### config.mk
export PLATFORM = sky130hd
export DESIGN_NAME = fht_unload_flat
export DESIGN_NICKNAME = d
export VERILOG_FILES = /design/src/rtl/fht_unload_if.sv /design/src/rtl/fht_unload.sv /design/src/flat_wrapper.sv
export SDC_FILE = /design/constraint.sdc
export NUM_CORES = 1
export LEC_CHECK = 0
export CAP_MARGIN = 25
export CORE_UTILIZATION = 60
export DETAILED_ROUTE_END_ITERATION = 12
export GPL_TIMING_DRIVEN = 0
export PLACE_DENSITY = 0.95
export SYNTH_ARGS = -nofsm -noshare
export SYNTH_HDL_FRONTEND = slang
export SYNTH_SLANG_ARGS = --single-unit
### constraint.sdc
create_clock -name iCLK -period 12.8 [get_ports iCLK]
set_input_delay 1.92 -clock iCLK [delete_from_list [all_inputs] [get_ports iCLK]]
set_output_delay 1.92 -clock iCLK [all_outputs]
set_load 0.01 [all_outputs]
### src/rtl/fht_unload_if.sv
// fht_unload_if
//   Output stream of the FHT result reader: one signed sample per beat on a
//   valid/ready handshake.
//   oDATA  : signed sample, D_BIT wide
//   oIDX   : natural-order point index, I_BIT wide
//   oVALID : oDATA/oIDX/oLAST carry a beat
//   iREADY : consumer takes the beat when oVALID & iREADY
//   oLAST  : marks the final point of the transform
//   master : driven by fht_unload; slave : consumer side
interface fht_unload_if #(
  parameter int D_BIT = 16,
  parameter int I_BIT = 10
);
  logic [D_BIT-1:0] oDATA;
  logic [I_BIT-1:0] oIDX;
  logic             oVALID;
  logic             iREADY;
  logic             oLAST;

  modport master (output oDATA, output oIDX, output oVALID, output oLAST, input iREADY);
  modport slave  (input oDATA, input oIDX, input oVALID, input oLAST, output iREADY);
endinterface

### src/rtl/fht_unload.sv
// fht_unload
//   Result reader for fht_top. On iSTART it walks all N = 4*2**A_BIT points held
//   in the four RAM banks, undoing the bit-reversed storage order (BITREV=1), and
//   streams them out in natural order, one per beat, with an optional rounded
//   arithmetic right shift (1/N scaling after an inverse transform).
//   Ports:
//     iCLK, iRESET         clock, synchronous active-high reset
//     iSTART, iSHIFT       start pulse and shift amount (sampled at accepted start)
//     oADDR_RD_0..3        bank read address (all four carry the same value)
//     iDATA_0..3           bank read data, RAM_LAT cycles after the address
//     out_if               output stream (oDATA/oIDX/oVALID/iREADY/oLAST)
//     oBUSY, oDONE         unload in progress / one-cycle completion pulse

// Checker: the storage FIFO is sized so that a write into a full FIFO cannot happen.
module fht_unload_chk #(
  parameter int DEPTH = 4,
  parameter int CW    = 3
) (
  input logic          clk,
  input logic          rst,
  input logic          push,
  input logic [CW-1:0] cnt
);
  a_no_overflow : assert property (@(posedge clk) disable iff (rst) !(push && (cnt == CW'(DEPTH))))
    else $error("fht_unload: push into full FIFO");
endmodule

module fht_unload #(
  parameter int D_BIT   = 16,
  parameter int A_BIT   = 8,
  parameter int RAM_LAT = 2,
  parameter int BITREV  = 1
) (
  input  logic             iCLK,
  input  logic             iRESET,
  input  logic             iSTART,
  input  logic [4:0]       iSHIFT,
  output logic [A_BIT-1:0] oADDR_RD_0,
  output logic [A_BIT-1:0] oADDR_RD_1,
  output logic [A_BIT-1:0] oADDR_RD_2,
  output logic [A_BIT-1:0] oADDR_RD_3,
  input  logic [D_BIT-1:0] iDATA_0,
  input  logic [D_BIT-1:0] iDATA_1,
  input  logic [D_BIT-1:0] iDATA_2,
  input  logic [D_BIT-1:0] iDATA_3,
  fht_unload_if.master     out_if,
  output logic             oBUSY,
  output logic             oDONE
);
  localparam int I_BIT = A_BIT + 2;
  // The output register counts as one FIFO entry, so total occupancy never exceeds DEPTH.
  localparam int DEPTH = RAM_LAT + 2;
  localparam int CW    = $clog2(DEPTH + 1);
  localparam int PW    = $clog2(DEPTH);
  localparam logic [I_BIT-1:0] LAST_IDX = {I_BIT{1'b1}};

  typedef enum logic [1:0] {ST_IDLE = 2'd0, ST_RUN = 2'd1, ST_DRAIN = 2'd2, ST_DONE = 2'd3} state_e;

  typedef struct packed {
    logic             vld;
    logic [1:0]       bank;
    logic [I_BIT-1:0] idx;
    logic             last;
  } tag_t;

  typedef struct packed {
    logic [D_BIT-1:0] data;
    logic [I_BIT-1:0] idx;
    logic             last;
  } beat_t;

  function automatic logic [I_BIT-1:0] bit_rev(input logic [I_BIT-1:0] v);
    logic [I_BIT-1:0] r;
    for (int i = 0; i < I_BIT; i++) r[i] = v[I_BIT-1-i];
    return r;
  endfunction

  // Round-half-up arithmetic shift in D_BIT+1 bits so the rounding add cannot overflow.
  function automatic logic [D_BIT-1:0] scale(input logic [D_BIT-1:0] x, input logic [4:0] sh);
    logic signed [D_BIT:0] ext;
    logic signed [D_BIT:0] rnd;
    logic signed [D_BIT:0] res;
    ext = signed'({x[D_BIT-1], x});
    if (sh == 5'd0) begin
      rnd = '0;
    end else begin
      rnd = signed'((D_BIT+1)'(1) << (sh - 5'd1));
    end
    res = (ext + rnd) >>> sh;
    if (int'(sh) >= D_BIT) begin
      return {D_BIT{x[D_BIT-1]}};
    end else begin
      return res[D_BIT-1:0];
    end
  endfunction

  function automatic logic [PW-1:0] ptr_inc(input logic [PW-1:0] p);
    if (p == PW'(DEPTH - 1)) begin
      return {PW{1'b0}};
    end else begin
      return p + PW'(1);
    end
  endfunction

  state_e           state_q, state_d;
  logic [I_BIT-1:0] cnt_q, cnt_d;
  logic [4:0]       shift_q, shift_d;
  logic [A_BIT-1:0] addr_q, addr_d;
  logic [CW-1:0]    inflight_q, inflight_d;
  tag_t             tag_q [RAM_LAT+1];
  tag_t             tag_d [RAM_LAT+1];
  beat_t            mem_q [DEPTH];
  beat_t            mem_d [DEPTH];
  logic [PW-1:0]    wr_q, wr_d, rd_q, rd_d;
  logic [CW-1:0]    scnt_q, scnt_d;
  beat_t            out_q, out_d;
  logic             out_vld_q, out_vld_d;
  logic             busy_q, busy_d;
  logic             done_q, done_d;

  logic             start_acc_s;
  logic             pop_s;
  logic [CW:0]      occ_s;
  logic             issue_s;
  logic [I_BIT-1:0] issue_idx_s;
  logic [I_BIT-1:0] issue_k_s;
  logic             issue_last_s;
  logic             ret_s;
  logic [D_BIT-1:0] ret_raw_s;
  beat_t            ret_beat_s;
  logic             out_free_s;
  logic             stor_push_s;
  logic             stor_pop_s;

  assign start_acc_s  = (state_q == ST_IDLE) && iSTART;
  assign pop_s        = out_vld_q && out_if.iREADY;
  assign occ_s        = (CW+1)'(inflight_q) + (CW+1)'(scnt_q) + (CW+1)'(out_vld_q);
  // A beat leaving this cycle frees a slot, which keeps 1 beat/cycle with iREADY high.
  assign issue_s      = start_acc_s ||
                        ((state_q == ST_RUN) && ((occ_s < (CW+1)'(DEPTH)) || pop_s));
  assign issue_idx_s  = (state_q == ST_IDLE) ? {I_BIT{1'b0}} : cnt_q;
  assign issue_k_s    = (BITREV != 0) ? bit_rev(issue_idx_s) : issue_idx_s;
  assign issue_last_s = (issue_idx_s == LAST_IDX);
  assign ret_s        = tag_q[RAM_LAT].vld;
  assign out_free_s   = !out_vld_q || pop_s;
  // Returning data bypasses storage only when storage holds nothing older.
  assign stor_pop_s   = out_free_s && (scnt_q != CW'(0));
  assign stor_push_s  = ret_s && !(out_free_s && (scnt_q == CW'(0)));

  // Bank select for the entry leaving the tag pipeline.
  always_comb begin
    ret_raw_s = iDATA_0;
    case (tag_q[RAM_LAT].bank)
      2'd0:    ret_raw_s = iDATA_0;
      2'd1:    ret_raw_s = iDATA_1;
      2'd2:    ret_raw_s = iDATA_2;
      2'd3:    ret_raw_s = iDATA_3;
      default: ret_raw_s = iDATA_0;
    endcase
    ret_beat_s.data = scale(ret_raw_s, shift_q);
    ret_beat_s.idx  = tag_q[RAM_LAT].idx;
    ret_beat_s.last = tag_q[RAM_LAT].last;
  end

  // Read issue: address, issue counter, in-flight count and tag pipeline.
  always_comb begin
    cnt_d      = cnt_q;
    addr_d     = addr_q;
    shift_d    = shift_q;
    inflight_d = inflight_q + CW'(issue_s) - CW'(ret_s);
    tag_d[0]   = '0;
    for (int i = 1; i <= RAM_LAT; i++) tag_d[i] = tag_q[i-1];
    if (start_acc_s) begin
      shift_d = iSHIFT;
    end else begin
      shift_d = shift_q;
    end
    if (issue_s) begin
      cnt_d         = issue_idx_s + I_BIT'(1);
      addr_d        = issue_k_s[I_BIT-1:2];
      tag_d[0].vld  = 1'b1;
      tag_d[0].bank = issue_k_s[1:0];
      tag_d[0].idx  = issue_idx_s;
      tag_d[0].last = issue_last_s;
    end else begin
      cnt_d  = cnt_q;
      addr_d = addr_q;
    end
  end

  // Storage FIFO plus FWFT output register.
  always_comb begin
    mem_d     = mem_q;
    wr_d      = wr_q;
    rd_d      = rd_q;
    scnt_d    = scnt_q + CW'(stor_push_s) - CW'(stor_pop_s);
    out_d     = out_q;
    out_vld_d = out_vld_q;
    if (stor_push_s) begin
      mem_d[wr_q] = ret_beat_s;
      wr_d        = ptr_inc(wr_q);
    end else begin
      wr_d = wr_q;
    end
    if (stor_pop_s) begin
      out_d     = mem_q[rd_q];
      out_vld_d = 1'b1;
      rd_d      = ptr_inc(rd_q);
    end else if (out_free_s && ret_s) begin
      out_d     = ret_beat_s;
      out_vld_d = 1'b1;
    end else if (out_free_s) begin
      out_vld_d = 1'b0;
    end else begin
      out_vld_d = out_vld_q;
    end
  end

  // Control FSM next state; busy/done are registered from the next state.
  always_comb begin
    state_d = state_q;
    case (state_q)
      ST_IDLE:  if (iSTART) state_d = ST_RUN; else state_d = ST_IDLE;
      ST_RUN:   if (issue_s && issue_last_s) state_d = ST_DRAIN; else state_d = ST_RUN;
      ST_DRAIN: if (pop_s && out_q.last) state_d = ST_DONE; else state_d = ST_DRAIN;
      ST_DONE:  state_d = ST_IDLE;
      default:  state_d = ST_IDLE;
    endcase
    // DONE keeps oBUSY high so a start arriving with oDONE is ignored.
    busy_d = (state_d != ST_IDLE);
    done_d = (state_d == ST_DONE);
  end

  // State registers with synchronous reset; reset drops anything still in flight.
  always_ff @(posedge iCLK) begin
    if (iRESET) begin
      state_q    <= ST_IDLE;
      cnt_q      <= '0;
      shift_q    <= 5'd0;
      addr_q     <= '0;
      inflight_q <= '0;
      for (int i = 0; i <= RAM_LAT; i++) tag_q[i] <= '0;
      for (int i = 0; i < DEPTH; i++) mem_q[i] <= '0;
      wr_q       <= '0;
      rd_q       <= '0;
      scnt_q     <= '0;
      out_q      <= '0;
      out_vld_q  <= 1'b0;
      busy_q     <= 1'b0;
      done_q     <= 1'b0;
    end else begin
      state_q    <= state_d;
      cnt_q      <= cnt_d;
      shift_q    <= shift_d;
      addr_q     <= addr_d;
      inflight_q <= inflight_d;
      for (int i = 0; i <= RAM_LAT; i++) tag_q[i] <= tag_d[i];
      for (int i = 0; i < DEPTH; i++) mem_q[i] <= mem_d[i];
      wr_q       <= wr_d;
      rd_q       <= rd_d;
      scnt_q     <= scnt_d;
      out_q      <= out_d;
      out_vld_q  <= out_vld_d;
      busy_q     <= busy_d;
      done_q     <= done_d;
    end
  end

  assign oADDR_RD_0    = addr_q;
  assign oADDR_RD_1    = addr_q;
  assign oADDR_RD_2    = addr_q;
  assign oADDR_RD_3    = addr_q;
  assign out_if.oDATA  = out_q.data;
  assign out_if.oIDX   = out_q.idx;
  assign out_if.oLAST  = out_q.last;
  assign out_if.oVALID = out_vld_q;
  assign oBUSY         = busy_q;
  assign oDONE         = done_q;

  fht_unload_chk #(.DEPTH(DEPTH), .CW(CW)) u_chk (
    .clk  (iCLK),
    .rst  (iRESET),
    .push (stor_push_s),
    .cnt  (scnt_q)
  );
endmodule

### src/flat_wrapper.sv
// flat-port wrapper written by rule: the top's interface ports become plain ports
module fht_unload_flat 
#(
  parameter int D_BIT   = 16,
  parameter int A_BIT   = 8,
  parameter int RAM_LAT = 2,
  parameter int BITREV  = 1
)
  (iCLK, iRESET, iSTART, iSHIFT, oADDR_RD_0, oADDR_RD_1, oADDR_RD_2, oADDR_RD_3, iDATA_0, iDATA_1, iDATA_2, iDATA_3, oBUSY, oDONE, out_if_oDATA, out_if_oIDX, out_if_oVALID, out_if_oLAST, out_if_iREADY);
  fht_unload_if #(.D_BIT(D_BIT), .I_BIT((5))) out_if_i ();
  input  logic iCLK;
  input  logic iRESET;
  input  logic iSTART;
  input  logic [4:0] iSHIFT;
  output logic [A_BIT-1:0] oADDR_RD_0;
  output logic [A_BIT-1:0] oADDR_RD_1;
  output logic [A_BIT-1:0] oADDR_RD_2;
  output logic [A_BIT-1:0] oADDR_RD_3;
  input  logic [D_BIT-1:0] iDATA_0;
  input  logic [D_BIT-1:0] iDATA_1;
  input  logic [D_BIT-1:0] iDATA_2;
  input  logic [D_BIT-1:0] iDATA_3;
  output logic oBUSY;
  output logic oDONE;
  output wire logic [$bits(out_if_i.oDATA)-1:0] out_if_oDATA;
  output wire logic [$bits(out_if_i.oIDX)-1:0] out_if_oIDX;
  output wire logic [$bits(out_if_i.oVALID)-1:0] out_if_oVALID;
  output wire logic [$bits(out_if_i.oLAST)-1:0] out_if_oLAST;
  input wire logic [$bits(out_if_i.iREADY)-1:0] out_if_iREADY;
  assign out_if_oDATA = out_if_i.oDATA;
  assign out_if_oIDX = out_if_i.oIDX;
  assign out_if_oVALID = out_if_i.oVALID;
  assign out_if_oLAST = out_if_i.oLAST;
  assign out_if_i.iREADY = out_if_iREADY;
  fht_unload #(.D_BIT(D_BIT), .A_BIT(A_BIT), .RAM_LAT(RAM_LAT), .BITREV(BITREV)) u_core (.iCLK(iCLK), .iRESET(iRESET), .iSTART(iSTART), .iSHIFT(iSHIFT), .oADDR_RD_0(oADDR_RD_0), .oADDR_RD_1(oADDR_RD_1), .oADDR_RD_2(oADDR_RD_2), .oADDR_RD_3(oADDR_RD_3), .iDATA_0(iDATA_0), .iDATA_1(iDATA_1), .iDATA_2(iDATA_2), .iDATA_3(iDATA_3), .out_if(out_if_i), .oBUSY(oBUSY), .oDONE(oDONE));
endmodule
Figure 1. M1 wires.
(4 px per um) Supply wires on this layer in grey.
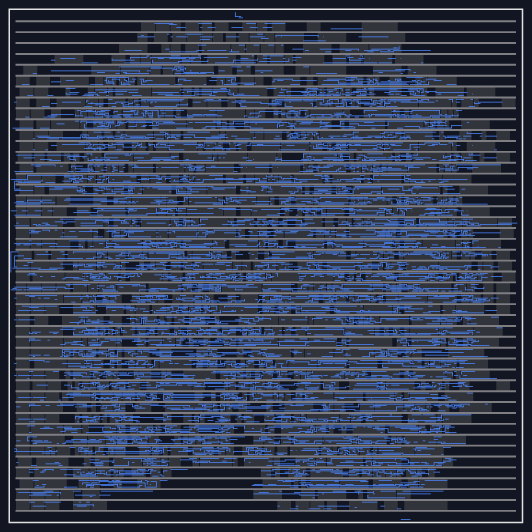
nets with wire on the layer: 1229
main direction: horizontal
wire length on this layer: 10500 um

Figure 2. M2 wires.
(4 px per um)
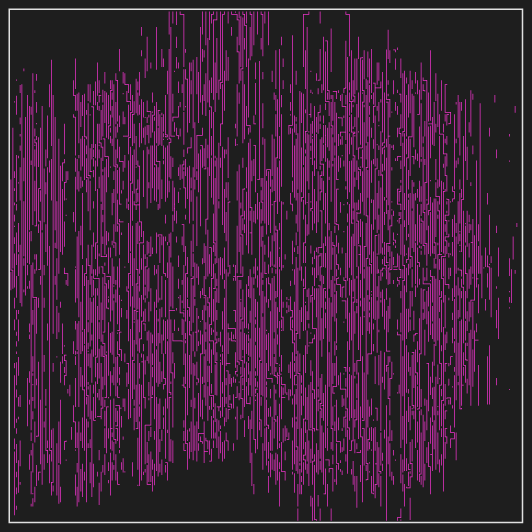
share of all routed wire: 48%
wire length on this layer: 13900 um
longest straight run: 66.8 um
main direction: vertical
nets with wire on the layer: 1137

==> impl_metrics.xml <==
<?xml version="1.0" encoding="UTF-8"?>
<metrics>
  <group name="status">
    <metric name="run_status" unit="">complete, no violations</metric>
  </group>
  <group name="final_timing">
    <metric name="hold_viol" unit="">0</metric>
    <metric name="timing_worst_slew_pin_value" unit="ns">0.920</metric>
    <metric name="setup_repair_after_global_routing_missed_its_margin" unit="">false</metric>
    <metric name="hold_slack_final" unit="ns">0.435</metric>
    <metric name="final.setup.tns" unit="ns">0</metric>
    <metric name="period_used_share" unit="%">45.3</metric>
    <metric name="maxSlewHeadroom" unit="%">38.6</metric>
    <metric name="highest_clock_rate" unit="MHz">173</metric>
    <metric name="timing.final.max_slew_violations" unit="">0</metric>
    <metric name="setup_violations" unit="">0</metric>
    <metric name="min_period" unit="ns">5.79</metric>
  </group>
  <group name="placement">
    <metric name="buffer_ports.inserted" unit="">129</metric>
    <metric name="detailed_place_hpwl" unit="um">20200</metric>
  </group>
  <group name="worst_setup_path">
    <metric name="crit_path_max_fanout" unit="">8</metric>
    <metric name="worst-r2r-cell-count" unit="">13</metric>
    <metric name="worst-r2r-setup-slack" unit="ns">7.86</metric>
    <metric name="worst_ep_arrival_time" unit="ns">6.07</metric>
    <metric name="critical_path.endpoint_type" unit="">register</metric>
    <metric name="crit_type" unit="">in2reg</metric>
    <metric name="timing.critical_path.slowest_cell_delay" unit="ns">0.67</metric>
    <metric name="crit-reg2reg-launch" unit="">u_core.tag_q[0][40]</metric>
    <metric name="cp_cell_sequence" unit="">clkdlybuf4s50_1 -&gt; mux4_2 -&gt; ha_1 -&gt; fa_1 -&gt; a211oi_2 -&gt; o211ai_2 -&gt; a2111oi_0 -&gt; or3_4 -&gt; o22a_1 -&gt; nand2_1 -&gt; a2111oi_4 -&gt; a211oi_1</metric>
  </group>
  <group name="drt">
    <metric name="postRouteWirelength" unit="um">29000</metric>
    <metric name="number_of_optimization_iterations_in_the_first_detailed_route_pass" unit="">7</metric>
    <metric name="detail_route.vias_per_cell" unit="">6.46</metric>
    <metric name="via_count" unit="">9288</metric>
    <metric name="postRouteAntennaNets" unit="">0</metric>
    <metric name="avgRoutedWirePerCell" unit="um">20.1</metric>
    <metric name="drt_drc_violations_left" unit="">0</metric>
    <metric name="detail_route.iter0.violations" unit="">1205</metric>
  </group>
  <group name="cts">
    <metric name="cts_tree" unit="">built</metric>
    <metric name="clock_tree.root_cell" unit="">sky130_fd_sc_hd__clkbuf_16</metric>
    <metric name="number_of_buffers_on_the_longest_clock_path" unit="">2</metric>
    <metric name="cts_inserted_buffers" unit="">17</metric>
    <metric name="cts.repair_timing.setup_buffer_count" unit="">0</metric>
    <metric name="clock_sink_count" unit="">175</metric>
    <metric name="htreeDepth" unit="">4</metric>
    <metric name="worst_setup_hold_path_clk_slew" unit="ns">0.07</metric>
    <metric name="insertion_delay" unit="ns">0.44</metric>
    <metric name="cts_hold_buffers" unit="">0</metric>
  </group>
  <group name="synth">
    <metric name="ys_sh_simple" unit="%">18.5</metric>
    <metric name="synthAoiAreaFrac" unit="%">21.9</metric>
    <metric name="synthXorXnorAreaFrac" unit="%">1.80</metric>
    <metric name="yosys-dominant-comb-family" unit="">AND-OR/OR-AND gates</metric>
    <metric name="syn_inst" unit="">1065</metric>
    <metric name="ys.warnings.count" unit="">0</metric>
    <metric name="synth_seq_share" unit="%">36.8</metric>
    <metric name="synth-seq-cells" unit="">175</metric>
    <metric name="syn-cell-area" unit="um^2">9520</metric>
    <metric name="synthesis.nets" unit="">1170</metric>
    <metric name="yosys.cell_types.count" unit="">72</metric>
  </group>
  <group name="grt">
    <metric name="grt.total_usage" unit="%">36.3</metric>
    <metric name="first_pass_grt_wire_length" unit="um">46100</metric>
    <metric name="global_route.overflow_total" unit="">0</metric>
    <metric name="grt_max_degree" unit="">17</metric>
  </group>
  <group name="power_and_ir_drop">
    <metric name="power_per_cell_area" unit="nW/um^2">148</metric>
    <metric name="irDropWorstVdd" unit="V">0.000126</metric>
  </group>
  <group name="min_path">
    <metric name="worst_hold_path.endpoint" unit="">u_core.tag_q[0][29]</metric>
    <metric name="hold_path_depth" unit="">1</metric>
    <metric name="worst_hold_startpoint" unit="">u_core.tag_q[0][15]</metric>
  </group>
  <group name="die">
    <metric name="core_area" unit="um^2">15300</metric>
    <metric name="fp.dieArea" unit="um^2">16400</metric>
    <metric name="initial_core_util" unit="%">62.1</metric>
    <metric name="die_outline_height" unit="um">128</metric>
    <metric name="floorplan.rows" unit="">45</metric>
  </group>
  <group name="final_layout">
    <metric name="layout_top_cell_excl_fill_tap" unit="">sky130_fd_sc_hd__dfxtp_1</metric>
    <metric name="nNetsFinal" unit="">1319</metric>
  </group>
</metrics>
Figure 3. Metal 3.
(4 px per um)
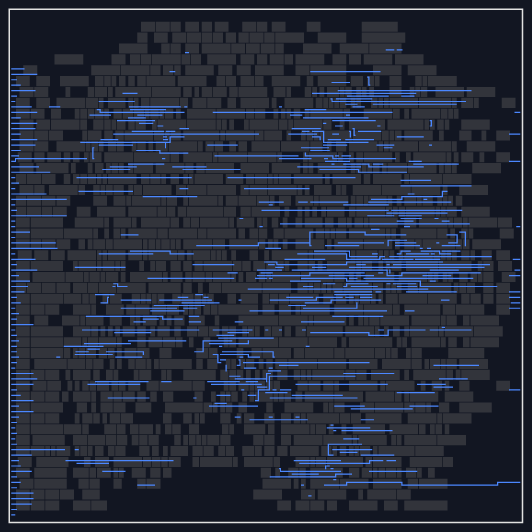
share of all routed wire: 11%
main direction: horizontal
longest straight run: 47.2 um
nets with wire on the layer: 288

Figure 4. Signal wires on met4.
(3 px per um) Supply wires on this layer in grey.
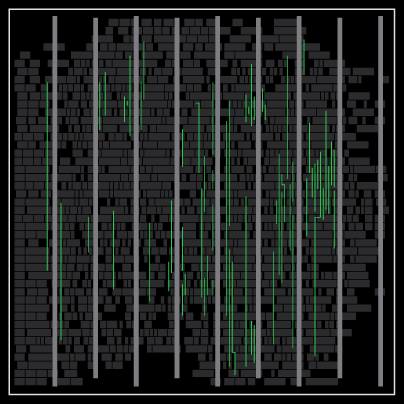
longest straight run: 64.6 um
share of all routed wire: 4.5%
nets with wire on the layer: 52
main direction: vertical

[cells in the mapped netlist, types with 11 or more instances]
master / n / area share [%]
sky130_fd_sc_hd__dfxtp_1: 175 / 37
sky130_fd_sc_hd__a211oi_1: 67 / 5.3
sky130_fd_sc_hd__o21ai_0: 39 / 2.1
sky130_fd_sc_hd__buf_4: 26 / 2.1
sky130_fd_sc_hd__mux4_2: 43 / 10
sky130_fd_sc_hd__a21oi_1: 73 / 3.8
sky130_fd_sc_hd__nor2_1: 139 / 5.5
sky130_fd_sc_hd__nor3_1: 19 / 1.0
sky130_fd_sc_hd__ha_1: 29 / 3.8
sky130_fd_sc_hd__o211ai_1: 12 / 0.95
sky130_fd_sc_hd__a21o_1: 11 / 0.87
sky130_fd_sc_hd__and2_1: 17 / 1.1
sky130_fd_sc_hd__xnor2_1: 11 / 1.0
sky130_fd_sc_hd__nand2_1: 121 / 4.8
sky130_fd_sc_hd__nor2b_1: 27 / 1.8
sky130_fd_sc_hd__inv_1: 15 / 0.59
sky130_fd_sc_hd__clkbuf_1: 56 / 2.2
[area by class of cell]
class                      count  area [um^2]  share of cell area [%]
timing repair buffer         130         1310                    11.2
buffer                       100          489                    4.18
inverter                      17         63.8                   0.545
tap                          211          264                    2.25
sequential                   175         3500                    29.9
clock buffer                  20          467                    3.98
multi-input combinational    773         5460                    46.6
clock inverter                12          159                    1.36
[worst max path at each step]
stage                     startpoint                end  depth (start not counted)
final                     iDATA_0[0]   u_core.mem_q[92]                         12
after global routing      iDATA_0[0]   u_core.mem_q[13]                         12
after CTS                 iDATA_0[0]   u_core.mem_q[92]                         12
after detailed placement  iDATA_0[0]   u_core.mem_q[11]                         12
after global placement    iDATA_0[0]   u_core.mem_q[13]                         12
after floorplan           iDATA_3[0]  u_core.mem_q[103]                         11
[metrics by stage]
step / cell area, um^2 / setup WS, ns / power, uW / utilization [%]
after CTS: 11700 / 7.13 / 1720 / 76.4
after global placement: 11100 / 6.87 / 1160 / 72.3
after global routing: 11700 / 6.73 / 1800 / 76.5
final: 11700 / 7.01 / 1740 / 76.5
after detailed placement: 11100 / 6.73 / 1180 / 72.3
after floorplan: 9520 / 7.73 / 963 / -
[cells by family after synthesis]
logic type,Yosys count
DFF,175
AOI/OAI and AO/OA,289
buffers and inverters,117
adders and majority gates,32
muxes,48
and+or+nand+nor,386
xor gates and xnor gates,18
[sequential cells by signal, indices dropped and copies added, names as in the netlist, 5 cells and up]
name	flops
u_core.mem_q	88
u_core.tag_q	27
u_core.out_if.oDATA	16
u_core.cnt_q	10
u_core.oADDR_RD_0	8
u_core.out_if.oIDX	5
u_core.shift_q	5
[where the power goes]
part	total, uW	switching (uW)	internal (uW)
registers	629	36.3	593
logic	562	336	226
clock network	546	223	323
[metal layers]
layer  GRT usage [%]  wire (um)
met1            42.2      10500
met2            62.1      13900
met3            8.35       3190
met4            19.5       1320
met5               0          0
[critical path: cells and delay by family]
| family | cells | cell delay, ns |
|---|---|---|
| AND-OR/OR-AND | 6 | 2.09 |
| adder cells (fa/ha/maj) | 2 | 0.69 |
| buffers and inverters | 1 | 0.44 |
| multiplexers | 1 | 0.48 |
| AND/OR/NAND/NOR | 2 | 0.43 |
Power is estimated from default activity; no workload was simulated.
